`src/rtl/loop_accumulator_pkg.sv`:
```
// Shared encodings for the loop accumulator: update modes and FSM states.
package loop_accumulator_pkg;

    localparam logic [1:0] MODE_ADD_CONST = 2'b00;
    localparam logic [1:0] MODE_SUB_CONST = 2'b01;
    localparam logic [1:0] MODE_ADD_INDEX = 2'b10;

    typedef enum logic [1:0] {
        S_IDLE = 2'b00,
        S_RUN  = 2'b01,
        S_DONE = 2'b10
    } state_t;

endpackage

```
`src/rtl/loop_accumulator_if.sv`:
```
// Start/done handshake and result bus between a requester and the loop accumulator.
interface loop_accumulator_if
    import loop_accumulator_pkg::*;
#(
    parameter int WIDTH     = 32,
    parameter int CNT_WIDTH = 8
) ();

    logic                 start;
    logic [1:0]           mode;
    logic [CNT_WIDTH-1:0] count;
    logic [WIDTH-1:0]     init;
    logic [WIDTH-1:0]     step;
    logic                 busy;
    logic                 done;
    logic [WIDTH-1:0]     out;
    logic [CNT_WIDTH-1:0] iter;
    logic                 ovf;

    modport master (
        output start, mode, count, init, step,
        input  busy, done, out, iter, ovf
    );

    modport slave (
        input  start, mode, count, init, step,
        output busy, done, out, iter, ovf
    );

endinterface

```
`src/rtl/loop_acc_alu.sv`:
```
// Combinational update for one iteration; carry reports unsigned carry-out or borrow.
module loop_acc_alu
    import loop_accumulator_pkg::*;
#(
    parameter int WIDTH     = 32,
    parameter int CNT_WIDTH = 8
) (
    input  logic [WIDTH-1:0]     acc,
    input  logic [WIDTH-1:0]     step,
    input  logic [CNT_WIDTH-1:0] index,
    input  logic [1:0]           mode,
    output logic [WIDTH-1:0]     next_acc,
    output logic                 carry
);

    logic [WIDTH-1:0] index_ext_s;
    logic [WIDTH:0]   sum_s;

    assign index_ext_s = WIDTH'(index);

    // One extra bit captures the carry-out; for subtraction it goes high on borrow.
    always_comb begin
        sum_s = {(WIDTH+1){1'b0}};
        case (mode)
            MODE_SUB_CONST: sum_s = {1'b0, acc} - {1'b0, step};
            MODE_ADD_INDEX: sum_s = {1'b0, acc} + {1'b0, index_ext_s};
            default:        sum_s = {1'b0, acc} + {1'b0, step};
        endcase
    end

    assign next_acc = sum_s[WIDTH-1:0];
    assign carry    = sum_s[WIDTH];

endmodule

```
`src/rtl/loop_accumulator.sv`:
```
// Start/done iteration engine: IDLE/RUN/DONE FSM with latched operands and sticky overflow.
module loop_accumulator
    import loop_accumulator_pkg::*;
#(
    parameter int WIDTH     = 32,
    parameter int CNT_WIDTH = 8
) (
    input  logic              clk,
    input  logic              reset,
    loop_accumulator_if.slave bus
);

    state_t               state_r;
    logic [1:0]           mode_r;
    logic [CNT_WIDTH-1:0] count_r;
    logic [WIDTH-1:0]     step_r;
    logic [WIDTH-1:0]     out_r;
    logic [CNT_WIDTH-1:0] iter_r;
    logic                 ovf_r;
    logic                 busy_r;
    logic                 done_r;
    logic [WIDTH-1:0]     next_acc_s;
    logic                 carry_s;

    loop_acc_alu #(
        .WIDTH     (WIDTH),
        .CNT_WIDTH (CNT_WIDTH)
    ) u_alu (
        .acc      (out_r),
        .step     (step_r),
        .index    (iter_r),
        .mode     (mode_r),
        .next_acc (next_acc_s),
        .carry    (carry_s)
    );

    // FSM, operand latches, counters and registered outputs.
    always_ff @(posedge clk) begin
        if (reset) begin
            state_r <= S_IDLE;
            mode_r  <= MODE_ADD_CONST;
            count_r <= {CNT_WIDTH{1'b0}};
            step_r  <= {WIDTH{1'b0}};
            out_r   <= {WIDTH{1'b0}};
            iter_r  <= {CNT_WIDTH{1'b0}};
            ovf_r   <= 1'b0;
            busy_r  <= 1'b0;
            done_r  <= 1'b0;
        end else begin
            case (state_r)
                S_IDLE: begin
                    if (bus.start) begin
                        mode_r  <= bus.mode;
                        count_r <= bus.count;
                        step_r  <= bus.step;
                        out_r   <= bus.init;
                        iter_r  <= {CNT_WIDTH{1'b0}};
                        ovf_r   <= 1'b0;
                        busy_r  <= 1'b1;
                        if (bus.count != {CNT_WIDTH{1'b0}}) begin
                            state_r <= S_RUN;
                            done_r  <= 1'b0;
                        end else begin
                            state_r <= S_DONE;
                            done_r  <= 1'b1;
                        end
                    end else begin
                        busy_r <= 1'b0;
                        done_r <= 1'b0;
                    end
                end
                S_RUN: begin
                    out_r  <= next_acc_s;
                    iter_r <= iter_r + CNT_WIDTH'(1);
                    ovf_r  <= ovf_r | carry_s;
                    busy_r <= 1'b1;
                    // Final iteration: the result registered on this edge is the answer.
                    if (iter_r == count_r - CNT_WIDTH'(1)) begin
                        state_r <= S_DONE;
                        done_r  <= 1'b1;
                    end else begin
                        done_r  <= 1'b0;
                    end
                end
                S_DONE: begin
                    state_r <= S_IDLE;
                    busy_r  <= 1'b0;
                    done_r  <= 1'b0;
                end
                default: begin
                    state_r <= S_IDLE;
                    busy_r  <= 1'b0;
                    done_r  <= 1'b0;
                end
            endcase
        end
    end

    assign bus.busy = busy_r;
    assign bus.done = done_r;
    assign bus.out  = out_r;
    assign bus.iter = iter_r;
    assign bus.ovf  = ovf_r;

endmodule

```
`src/flat_wrapper.sv`:
```
// flat-port wrapper written by rule: the top's interface ports become plain ports
module loop_accumulator_flat import loop_accumulator_pkg::*;
#(
    parameter int WIDTH     = 32,
    parameter int CNT_WIDTH = 8
)
  (clk, reset, bus_start, bus_mode, bus_count, bus_init, bus_step, bus_busy, bus_done, bus_out, bus_iter, bus_ovf);
  loop_accumulator_if #(.WIDTH(WIDTH), .CNT_WIDTH(CNT_WIDTH)) bus_i ();
  input  logic clk;
  input  logic reset;
  input wire logic [$bits(bus_i.start)-1:0] bus_start;
  input wire logic [$bits(bus_i.mode)-1:0] bus_mode;
  input wire logic [$bits(bus_i.count)-1:0] bus_count;
  input wire logic [$bits(bus_i.init)-1:0] bus_init;
  input wire logic [$bits(bus_i.step)-1:0] bus_step;
  output wire logic [$bits(bus_i.busy)-1:0] bus_busy;
  output wire logic [$bits(bus_i.done)-1:0] bus_done;
  output wire logic [$bits(bus_i.out)-1:0] bus_out;
  output wire logic [$bits(bus_i.iter)-1:0] bus_iter;
  output wire logic [$bits(bus_i.ovf)-1:0] bus_ovf;
  assign bus_i.start = bus_start;
  assign bus_i.mode = bus_mode;
  assign bus_i.count = bus_count;
  assign bus_i.init = bus_init;
  assign bus_i.step = bus_step;
  assign bus_busy = bus_i.busy;
  assign bus_done = bus_i.done;
  assign bus_out = bus_i.out;
  assign bus_iter = bus_i.iter;
  assign bus_ovf = bus_i.ovf;
  loop_accumulator #(.WIDTH(WIDTH), .CNT_WIDTH(CNT_WIDTH)) u_core (.clk(clk), .reset(reset), .bus(bus_i));
endmodule
```
`config.mk`:
```
export PLATFORM = sky130hd
export DESIGN_NAME = loop_accumulator_flat
export DESIGN_NICKNAME = d
export VERILOG_FILES = /design/src/rtl/loop_accumulator_pkg.sv /design/src/rtl/loop_accumulator_if.sv /design/src/rtl/loop_acc_alu.sv /design/src/rtl/loop_accumulator.sv /design/src/flat_wrapper.sv
export SDC_FILE = /design/constraint.sdc
export NUM_CORES = 1
export LEC_CHECK = 0
export ABC_AREA = 1
export CORE_MARGIN = 4
export CORE_UTILIZATION = 40
export CTS_BUF_LIST = sky130_fd_sc_hd__clkbuf_4 sky130_fd_sc_hd__clkbuf_8
export CTS_CLUSTER_SIZE = 24
export DETAILED_ROUTE_END_ITERATION = 12
export PLACE_DENSITY = 0.65
export SETUP_SLACK_MARGIN = 0.4
export SYNTH_ARGS = -nofsm -noshare
export SYNTH_HDL_FRONTEND = slang
export SYNTH_SLANG_ARGS = --single-unit
```
`constraint.sdc`:
```
create_clock -name clk -period 4.61 [get_ports clk]
set_clock_uncertainty 0.15 [all_clocks]
set_input_delay 0.461 -clock clk [delete_from_list [all_inputs] [get_ports clk]]
set_output_delay 0.461 -clock clk [all_outputs]
set_load 0.01 [all_outputs]
```
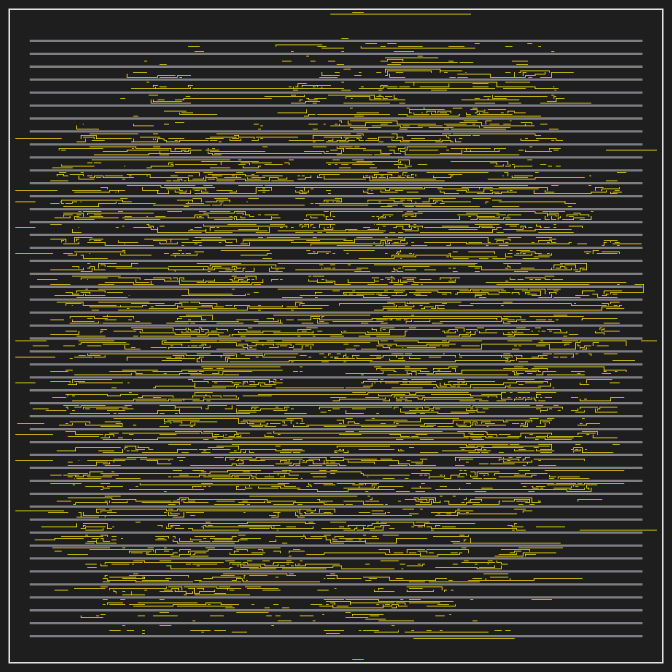
**Above:** run 1 (met1 routing).
Supply wires on this layer in grey.
main direction: horizontal
share of all routed wire: 50%
nets with wire on the layer: 1,190
wire length on this layer: 10,300 um
longest straight run: 55.2 um
Vias: 7,180
final wirelength: 20,720 um
met1 Use GR: 0.3175

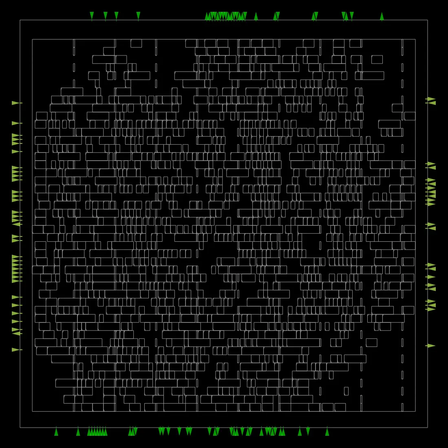
**Above:** run 1 (placed standard cells).
Layout Utilization: 0.5116
flop count: 87

==> flow_summary.ini, run 1 <==
; generated from flow reports
[outcome]
outcome = completed

[power]
power_mw = 3.224
switching_share = 0.4417
pwr-share-seq = 0.301
p_seq_uw = 970
vdd_ir_drop_max_uv = 151.6
combPwrFrac = 0.511
pwr_density_cell_nw_per_um2 = 391.1

[sta]
post-route-period-util = 0.8157
slew_headroom = 0.2371
fin_crit_ns = 3.761
finalSetupViolCount = 0
rsz0062_at_grt = false
finalWorstSetupSlack_ns = 0.8495
fmax_mhz = 265.9
hold_viol = 0
fin_hold_ws_ns = 0.3482

[layout]
final_cells = 1398
lay_top_count = nand2_1
final_cell_mix = nand2_1 (250), nor2_1 (132), inv_1 (130)
fin_nets = 1292
regArea_sq_um = 1742

[yosys]
muxShareOfSynthArea = 0
synth.distinct_cells = 43
synthDominantCellAreaShare = 0.2615
synth.cellmix.compoundShare = 0.2156
adder_share = 0.07250
flop_cell = dfxtp_1
numSynthFlops = 87
syn-cell-area_sq_um = 6661
synth_cells = 1075
postSynthSeqShare = 0.2615
ys_sh_simple = 0.3216
synthTopCellsByArea = dfxtp_1 (26%), nand2_1 (14%), a21oi_1 (8.5%), nor2_1 (7.5%), inv_1 (7.3%)
synth-async-reset-ratio = 0
ys_warn_count = 0
yosys_area_sq_um = 6661
top_cells_by_count = nand2_1 (250), nor2_1 (133), inv_1 (130)

[flow_run]
maxCapViolCount = 0

[die]
rows = 46
core_area_sq_um = 16120
ios = 120
fp-utilization = 0.4134

[setup_path]
cp_top_family = simple AND/OR/NAND/NOR gates
r2r_cells = 19
crit_chain = inv_1 > ha_1 > buf_4 > nor2_2 > inv_1 > nand3_1 > o21ai_0 > ha_1 > nand2_1 > nor2_1 > nand3_1 > nand2_1 > nand2_1 > nand2_1 > nand3b_1 > nand2_1 > nand2_1 > nand3_1 > a21oi_1
path_common_cell = nand2_1
crit_start = u_core.mode_r[0]
r2r_end = u_core.bus.out[28]

[cts]
numCtsBuffers = 9
clk_latency_ns = 0.39
holdBufCountCts = 0
cts-root-buf = clkbuf_8
cts.clk_slew.worst_paths_ns = 0.09
post-cts-setup-buffers = 0
cts_resized = 0

[place]
placed_area_sq_um = 8026
io_buffers = 119
place_inst = 1382

[route]
drt_first_pass_iters = 5

[worst_hold_path]
min_path_type = reg -> reg
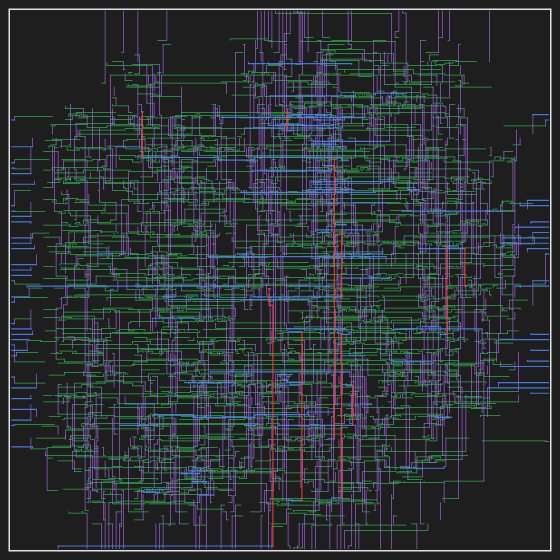
**Above:** run 1 (metal layers overlaid).
[red] met4 | wire length: 298 um
[green] met1 | wire length: 10,300 um
[blue] met3 | wire length: 1,220 um
[purple] met2 | wire length: 8,920 um
total track usage: 0.2202
wire per inst: 14.82 um

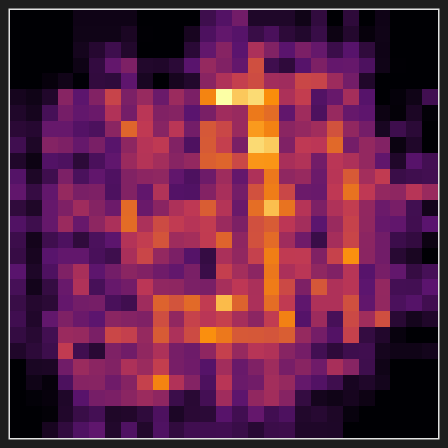
**Above:** run 1 (routed metal per tile).
27 x 27 tiles, from black (low) to pale yellow (high), scaled to the fullest tile. Values are wire area over tile area, all layers added.
nearly empty tiles: 13%
densest ninth of the die: centre
mean over tiles: 0.18
fullest tile: 0.62
tiles over half the peak: 15%

## run 1: registers in the layout, summed over array words and instances (netlist names)
name	cells
u_core.bus.done	1
u_core.count_r	8
u_core.bus.ovf	1
u_core.mode_r	2
u_core.bus.busy	1
u_core.bus.iter	8
u_core.state_r	2
u_core.step_r	32
u_core.bus.out	32
## run 1: worst min path at each step
stage / to / startpoint / slack [ns] / depth (start not counted)
after floorplan: u_core.mode_r[1] / u_core.mode_r[1] / 0.30 / 2
after detailed placement: u_core.count_r[6] / u_core.count_r[6] / 0.33 / 2
final: u_core.count_r[6] / u_core.count_r[6] / 0.35 / 2
after CTS: u_core.count_r[6] / u_core.count_r[6] / 0.35 / 2
after global routing: u_core.count_r[6] / u_core.count_r[6] / 0.37 / 2
after global placement: u_core.mode_r[0] / u_core.mode_r[0] / 0.32 / 2
## run 1: metal layers
layer,vias up,GRT usage,part of all wire
li1,3738,-,-
met1,3224,0.3175,0.50
met2,191,0.3403,0.43
met3,27,0.04191,0.059
met4,0,0.04933,0.014
met5,-,0,0
## run 1: layout make-up
type | count | area share
Timing Repair Buffer | 126 | 0.1509
Inverter | 137 | 0.06238
Clock inverter | 4 | 0.006374
Tap cell | 216 | 0.03278
Sequential cell | 87 | 0.2113
Clock buffer | 12 | 0.02003
Multi-Input combinational cell | 816 | 0.5163
## run 1: cells by family (layout without fill, tap and decap cells)
logic type                 after synthesis  after routing
buffers and inverters                  172            279
AOI/OAI and AO/OA                      256            256
and+or+nand+nor                        500            500
adders and majority gates               38             38
xor gates and xnor gates                22             22
DFF                                     87             87
**Run 1: placement by cell class**

Bar = 50 um. Fill, decap, tap and diode cells in grey.
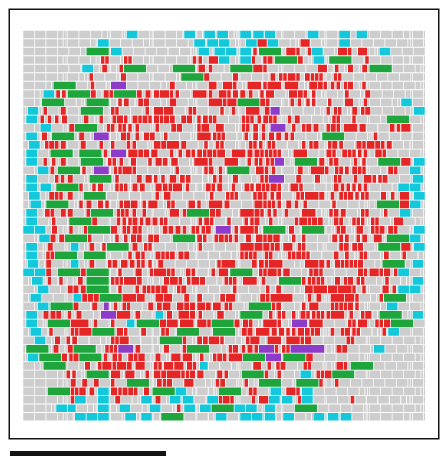

==> inputs of run 2 (changes only) <==
PLACE_DENSITY = 0.67   (was 0.65)
clock period = 3.2 ns   (was 4.61 ns; I/O delays follow)
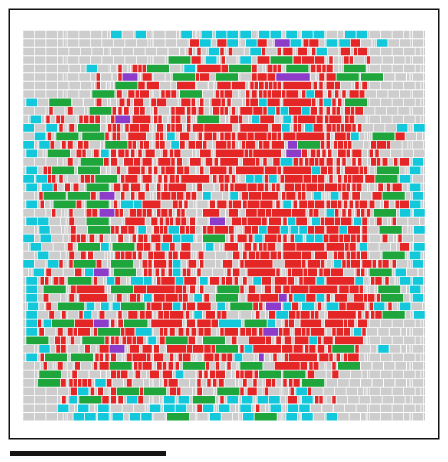
**Above:** run 2 (placement by cell class).
Bar = 50 um. Fill, decap, tap and diode cells in grey.
[purple] clock drivers and dummy loads | cells: 16
[red] all other logic | cells: 953
[cyan] other buffers and delay cells | cells: 203
[green] flip-flops | cells: 87
final std cell area, no fill: 10,100 sq um
Seq area share: 0.1732

==> run 2 against run 1 <==
  * The flow now finishes with violations (negative setup slack)
  * Worst setup slack worse by 0.90 ns
  * Register-to-register slack got worse by 0.90 ns
  * Fmax grew 16%
  * Total power grew 86%
  * Final cell count rose by 5.5%
  * Sequential power grew 47%
  * Via count rose by 9.8%
  * First-iteration DRC count rose by 28%
  * Critical path type unchanged
  * Highest routed layer unchanged
==> flow_summary.ini, run 2 <==
; generated from flow reports
[outcome]
outcome = finished with violations
violations = negative setup slack

[power]
switching_share = 0.4506
power_mw = 5.998
combPwrFrac = 0.619
pwr_density_cell_nw_per_um2 = 594.0
vdd_ir_drop_max_uv = 273.5
pwr-share-seq = 0.238

[yosys]
synth-async-reset-ratio = 0
adder_share = 0.07250
flop_cell = dfxtp_1
yosys_area_sq_um = 6661
xor_area_frac = 0.02893
muxShareOfSynthArea = 0
postSynthSeqShare = 0.2615
ys_warn_count = 0
synthTopCellsByArea = dfxtp_1 (26%), nand2_1 (14%), a21oi_1 (8.5%), nor2_1 (7.5%), inv_1 (7.3%)
ys_sh_simple = 0.3216
synth.distinct_cells = 43
synth_cells = 1075
top_cells_by_count = nand2_1 (250), nor2_1 (133), inv_1 (130)
synth.cellmix.compoundShare = 0.2156
synthDominantCellAreaShare = 0.2615
syn-cell-area_sq_um = 6661

[global_routing]
grt.met1_usage = 0.3198
antenna_found_initial = 0
grtUsageMet2 = 0.3673
met3_usage = 0.03162

[layout]
regArea_sq_um = 1749
fin_nets = 1369
final_cells = 1475
final_cell_mix = nand2_1 (189), clkdlybuf4s50_1 (119), inv_1 (117)
lay_top_count = nand2_1

[sta]
finalSetupViolCount = 1
fin_hold_ws_ns = 0.3494
finalWorstSetupSlack_ns = -0.05293
slew_headroom = 0.5570
rsz0062_at_grt = true
post-route-period-util = 1.017
hold_viol = 0
worst_pin_slew_ns = 0.6637
fin_setup_tns_ns = -0.05293
fmax_mhz = 307.4

[cts]
numCtsBuffers = 9
cts.clk_slew.worst_paths_ns = 0.10
clk_latency_ns = 0.39
htreeDepth = 3
cts-root-buf = clkbuf_8
holdBufCountCts = 0

[route]
avgRoutedWirePerCell_um = 15.99
drtAntennaViolNets = 0
vias = 7881
wl_met1_um = 10750
drtIter0Drc = 626
wirelength_um = 23580
top_layer_used = met4
dr_wl_met2_um = 10970
wl_met3_um = 1278
drt_first_pass_iters = 5

[worst_hold_path]
whs_endpoint = u_core.count_r[6]
min_path_cells = 2
hold_start = u_core.count_r[6]

[place]
place_inst = 1425
dp_hpwl_um = 16350
io_buffers = 119

[setup_path]
r2r_cells = 22
path_class = reg -> reg
r2r_end = u_core.bus.out[30]

[die]
core_area_sq_um = 16120
ios = 120
fp-utilization = 0.4134
rows = 46

[flow_run]
maxCapViolCount = 0
-- run 2: final cells by class --
cell class / count / area share
clock buffer: 12 / 0.01636
timing repair buffer: 203 / 0.1854
sequential: 87 / 0.1732
multi-input combinational: 816 / 0.5415
tap: 216 / 0.02677
clock inverter: 4 / 0.005081
inverter: 137 / 0.05167
-- run 2: worst max path at each step --
stage	depth (start not counted)	from	to
floorplan	20	u_core.mode_r[0]	u_core.bus.out[26]
global placement	22	u_core.step_r[0]	u_core.bus.out[14]
detailed placement	22	u_core.step_r[0]	u_core.bus.out[14]
CTS	24	u_core.step_r[0]	u_core.bus.out[16]
global route	22	u_core.step_r[1]	u_core.bus.out[30]
finish	22	u_core.step_r[0]	u_core.bus.out[30]
-- run 2: critical path: stages, from the launching register on --
cell     delay [ns]
dfxtp_2        0.34
inv_4          0.07
nand3_2        0.10
nor2_2         0.13
nand2_2        0.09
nor2_4         0.16
nand2_2        0.10
nor2_4         0.13
nand2_2        0.07
nand2_4        0.12
o21ai_4        0.07
o21ai_2        0.17
nor2_4         0.07
ha_4           0.32
nand2_4        0.09
nor2_4         0.13
nand2_2        0.07
nor4_2         0.31
nand2_1        0.15
nand2_1        0.08
nand2_1        0.05
nand3_1        0.07
a21oi_1        0.07
-- run 2: repair_timing --
item                                    in CTS  in global routing
endpoints found under the setup margin      28                 29
pin swaps                                   32                101
setup buffers                               13                 21
hold endpoints to repair                     0                  0
gates resized                               87                229
-- run 2: power by group through the flow --
stage | Combinational [mW] | Clock (mW) | Sequential (mW)
finish | 3.71 | 0.858 | 1.43
global route | 4.01 | 0.933 | 1.44
CTS | 2.82 | 0.878 | 1.39
detailed placement | 2.54 | 0 | 1.42
global placement | 2.52 | 0 | 1.41
floorplan | 1.64 | 0 | 1.40
Power is estimated from default activity; no workload was simulated.
